$ cat config.mk
export PLATFORM = sky130hd
export DESIGN_NAME = serial_async_tx
export DESIGN_NICKNAME = d
export VERILOG_FILES = /design/src/rtl/serial_async_tx.sv
export SDC_FILE = /design/constraint.sdc
export NUM_CORES = 1
export LEC_CHECK = 0
export ABC_AREA = 1
export ABC_CLOCK_PERIOD_IN_PS = 2100
export CAP_MARGIN = 15
export CORE_ASPECT_RATIO = 0.9
export CORE_UTILIZATION = 40
export CTS_BUF_LIST = sky130_fd_sc_hd__clkbuf_4 sky130_fd_sc_hd__clkbuf_8 sky130_fd_sc_hd__clkbuf_16
export DETAILED_ROUTE_END_ITERATION = 10
export PLACE_DENSITY_LB_ADDON = 0.15
export SETUP_SLACK_MARGIN = 0.02
export SYNTH_ARGS = -nofsm -noshare
export SYNTH_HDL_FRONTEND = slang
export SYNTH_SLANG_ARGS = --single-unit
$ cat constraint.sdc
create_clock -name in_clk -period 2.1 [get_ports in_clk]
set_input_delay 0.42 -clock in_clk [delete_from_list [all_inputs] [get_ports in_clk]]
set_output_delay 0.42 -clock in_clk [all_outputs]
set_load 0.005 [all_outputs]
$ cat src/rtl/serial_async_tx.sv
// rtl/serial_async_tx.sv - UART-style serial transmitter with internal baud clock-enable divider
module serial_async_tx #(
    parameter int   MAIN_CLK_HZ   = 50_000_000,
    parameter int   SERIAL_CLK_HZ = 9_600,
    parameter logic SERIAL_START  = 1'b0,
    parameter logic SERIAL_STOP   = 1'b1,
    parameter int   BITS          = 8,
    parameter int   START_BITS    = 1,
    parameter int   PARITY_BITS   = 0,
    parameter logic PARITY_ODD    = 1'b0,
    parameter int   STOP_BITS     = 1,
    parameter logic LOWBIT_FIRST  = 1'b1
) (
    input  logic            in_clk,
    input  logic            in_rst,
    input  logic            in_enable,
    input  logic [BITS-1:0] in_parallel,
    output logic            out_ready,
    output logic            out_next_word,
    output logic            out_serial
);

    localparam int CLK_DIV  = MAIN_CLK_HZ / SERIAL_CLK_HZ;
    localparam int DW       = $clog2(CLK_DIV);
    localparam int MAX_01   = (START_BITS > BITS) ? START_BITS : BITS;
    localparam int MAX_BITS = (MAX_01 > STOP_BITS) ? MAX_01 : STOP_BITS;
    localparam int CW       = $clog2(MAX_BITS + 1);

    localparam logic [DW-1:0] DIV_LAST   = DW'(CLK_DIV - 1);
    localparam logic [CW-1:0] START_LAST = CW'(START_BITS - 1);
    localparam logic [CW-1:0] DATA_LAST  = CW'(BITS - 1);
    localparam logic [CW-1:0] STOP_LAST  = CW'(STOP_BITS - 1);

    typedef enum logic [2:0] {
        ST_READY,
        ST_START,
        ST_DATA,
        ST_PARITY,
        ST_STOP
    } state_t;

    state_t          state_q, state_d;
    logic [DW-1:0]   div_q, div_d;
    logic [CW-1:0]   bit_ctr_q, bit_ctr_d;
    logic [BITS-1:0] shift_q, shift_d;
    logic            parity_q, parity_d;
    logic            serial_q, serial_d;

    logic            bit_end;
    logic            last_stop;
    logic            latch;

    always_comb begin
        state_d   = state_q;
        div_d     = div_q + DW'(1);
        bit_ctr_d = bit_ctr_q;
        shift_d   = shift_q;
        parity_d  = parity_q;
        serial_d  = SERIAL_STOP;

        bit_end   = (div_q == DIV_LAST);
        last_stop = (state_q == ST_STOP) && bit_end && (bit_ctr_q == STOP_LAST);
        // A latch from the final stop cycle chains straight into the next start bit.
        latch     = in_enable && ((state_q == ST_READY) || last_stop);

        case (state_q)
            ST_READY: begin
                div_d = '0;
            end
            ST_START: begin
                if (bit_end) begin
                    div_d = '0;
                    if (bit_ctr_q == START_LAST) begin
                        bit_ctr_d = '0;
                        state_d   = ST_DATA;
                    end else begin
                        bit_ctr_d = bit_ctr_q + CW'(1);
                    end
                end
            end
            ST_DATA: begin
                if (bit_end) begin
                    div_d   = '0;
                    shift_d = LOWBIT_FIRST ? (shift_q >> 1) : (shift_q << 1);
                    if (bit_ctr_q == DATA_LAST) begin
                        bit_ctr_d = '0;
                        state_d   = (PARITY_BITS != 0) ? ST_PARITY : ST_STOP;
                    end else begin
                        bit_ctr_d = bit_ctr_q + CW'(1);
                    end
                end
            end
            ST_PARITY: begin
                if (bit_end) begin
                    div_d   = '0;
                    state_d = ST_STOP;
                end
            end
            ST_STOP: begin
                if (bit_end) begin
                    div_d = '0;
                    if (bit_ctr_q == STOP_LAST) begin
                        bit_ctr_d = '0;
                        state_d   = ST_READY;
                    end else begin
                        bit_ctr_d = bit_ctr_q + CW'(1);
                    end
                end
            end
            default: begin
                state_d   = ST_READY;
                div_d     = '0;
                bit_ctr_d = '0;
            end
        endcase

        if (latch) begin
            state_d   = ST_START;
            div_d     = '0;
            bit_ctr_d = '0;
            shift_d   = in_parallel;
            parity_d  = (^in_parallel) ^ PARITY_ODD;
        end

        // The line is registered, so it is driven from the level of the upcoming state.
        case (state_d)
            ST_START:  serial_d = SERIAL_START;
            ST_DATA:   serial_d = LOWBIT_FIRST ? shift_d[0] : shift_d[BITS-1];
            ST_PARITY: serial_d = parity_d;
            default:   serial_d = SERIAL_STOP;
        endcase
    end

    always_ff @(posedge in_clk) begin
        if (!in_rst) begin
            state_q   <= ST_READY;
            div_q     <= '0;
            bit_ctr_q <= '0;
            shift_q   <= '0;
            parity_q  <= 1'b0;
            serial_q  <= SERIAL_STOP;
        end else begin
            state_q   <= state_d;
            div_q     <= div_d;
            bit_ctr_q <= bit_ctr_d;
            shift_q   <= shift_d;
            parity_q  <= parity_d;
            serial_q  <= serial_d;
        end
    end

    assign out_ready     = (state_q == ST_READY);
    assign out_next_word = latch;
    assign out_serial    = serial_q;

endmodule

Figure 1. Cell density map.
Scale: 4 px per um. The die is cut into 7 by 6 equal tiles; black is low, pale yellow is high, 0 to 100% covered.
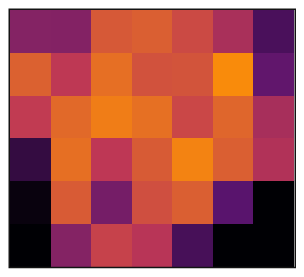
The emptiest ninth of the die: lower right. The fullest tile reaches 75%. The mean over all tiles is 45%.
final core occ: 51.65%
core utilization before placement: 41.92%
Core Region: 4101 um^2

Figure 2. Placement by cell class.
Scale: 6 px per um. Fill, decap, tap and diode cells in grey.
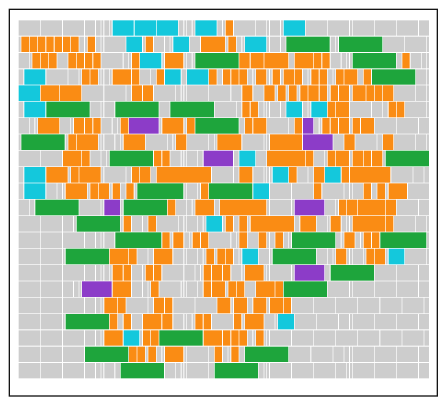
Key: purple = clock drivers and dummy loads [cells 8]; orange = combinational and other logic [cells 206]; cyan = other buffers and delay cells [cells 27]; green = flops [cells 30]
Seq area share: 28.53%
Finished Cell Area: 2118 um^2

==> impl_metrics.py <==
# Auto-generated metrics
metrics = {
    "global_route": {
        "grt.total_usage_pct": 17.47,
        "grt_pass1_vias": 1431,
        "use_met2_pct": 26.44,
        "grt_antenna_before_repair": 0,
        "grt_use_met1_pct": 23.00,
    },
    "cells_and_area": {
        "fill_cells": 417,
        "mostFrequentLayoutCell": "nand2_1",
        "drive_above_1_share_pct": 18.45,
    },
    "synthesis": {
        "topCellsByArea": "dfxtp_1, nand2_1, nor2_1, inv_1, xor2_1",
        "mux_area_share_pct": 0,
        "edf_count": 0,
        "netlist.area_leader.share_pct": 34.93,
        "synth_chip_area_um2": 1719,
        "synth.cell_area_um2": 1719,
    },
    "worst_setup_path": {
        "path_class": "register to output pin",
        "crit_path_start_kind": "register",
        "cp.arrival_ns": 1.55,
        "critPathMaxStageDelay_ns": 0.33,
    },
    "detailed_routing": {
        "dr.pass1.iters": 4,
        "m1WireLength_um": 1785,
        "top_layer_used": "met4",
    },
    "run_status": {
        "status": "completed",
    },
    "worst_hold_path": {
        "hold_class": "register to register",
    },
    "power_and_ir_drop": {
        "p_int_mw": 0.9328,
        "seqPwrFrac_pct": 48.2,
        "switching_share_pct": 24.70,
        "peakVddDrop_uv": 356.8,
    },
    "clock_tree": {
        "cts-hold-fix-buffers": 0,
        "clk_pin_slew_ns": 0.06,
        "h-tree-depth": 2,
        "cts_sinks": 30,
    },
    "placement": {
        "dp_hpwl_um": 2559,
        "place_inst": 309,
    },
    "timing": {
        "timing.slew.headroom_pct": 58.24,
        "period_minus_slack_ns": 1.969,
    },
    "run": {
        "max_cap_violations": 0,
        "warning_count": 27,
    },
    "die": {
        "dieHeight_um": 64.20,
    },
}
Figure 3. Clock wiring as the flow saved it.
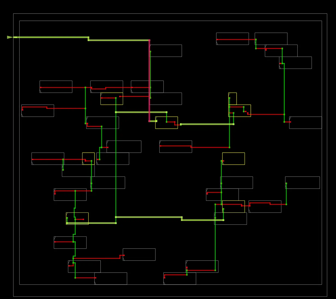
flip-flops: 30
Latency at later pin: 0.28 ns
cts bufs inserted: 5
clk_buf instances: 7

Figure 4. Clock distribution.
Scale: 8 px per um.
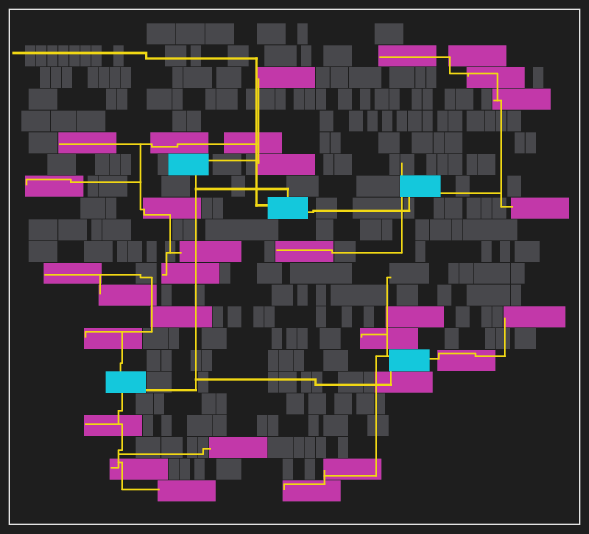
Key: yellow = clock wires [length 456 um]; magenta = flip-flops [count 30]; cyan = clock drivers [count 5]
Position of the flops: all over the die.
Power Clock: 0.497 mW
skew final: 0.003103 ns

==> sequential cells by signal, indices dropped and copies added (netlist names) <==
signal,cells
state_q,3
bit_ctr_q,4
parity_q,1
out_serial,1
shift_q,8
div_q,13
==> cell usage after synthesis, types with 2 or more instances <==
library cell / number
a21oi_1: 6
a31oi_1: 2
buf_6: 2
dfxtp_1: 30
ha_1: 3
inv_1: 26
inv_2: 5
nand2_1: 59
nand2_4: 2
nand3_1: 17
nand3_2: 2
nand4_1: 5
nor2_1: 35
nor2_2: 4
nor3_1: 5
o211a_1: 6
o21ai_0: 3
xnor2_1: 5
xor2_1: 11
==> path summary, 6_finish.rpt <==
kind	startpoint	to	slack, ns	cells past startpoint
min reg2reg	div_q[0]	div_q[0]	0.44	1
max reg2reg	bit_ctr_q[1]	div_q[4]	0.30	9
min	div_q[0]	div_q[0]	0.44	1
max	bit_ctr_q[1]	out_next_word	0.13	8
==> through the flow <==
step | instance area (um^2) | power (mW) | setup WS [ns]
floorplan | 1719 | 0.7032 | 0.4742
global route | 2118 | 1.305 | 0.02875
global placement | 1972 | 0.7537 | -0.04413
finish | 2118 | 1.239 | 0.1309
CTS | 2115 | 1.257 | 0.06893
detailed placement | 1972 | 0.7540 | -0.05497
==> power groups by stage <==
stage / combinational (mW) / sequential [mW] / clock [mW]
finish: 0.144 / 0.598 / 0.497
global route: 0.166 / 0.599 / 0.540
CTS: 0.144 / 0.598 / 0.515
detailed placement: 0.144 / 0.610 / 0
global placement: 0.145 / 0.609 / 0
floorplan: 0.0952 / 0.608 / 0
==> final cells by class <==
type	instances	area (um^2)	share of cell area, %
sequential	30	604.3	28.53
timing repair buffer	27	235.2	11.10
clock inverter	1	5.005	0.2363
clock buffer	7	90.09	4.253
inverter	31	116.4	5.493
tap	48	60.06	2.835
multi-input combinational	175	1007	47.55
No activity file was given, so power comes from the tool's default toggle rates.
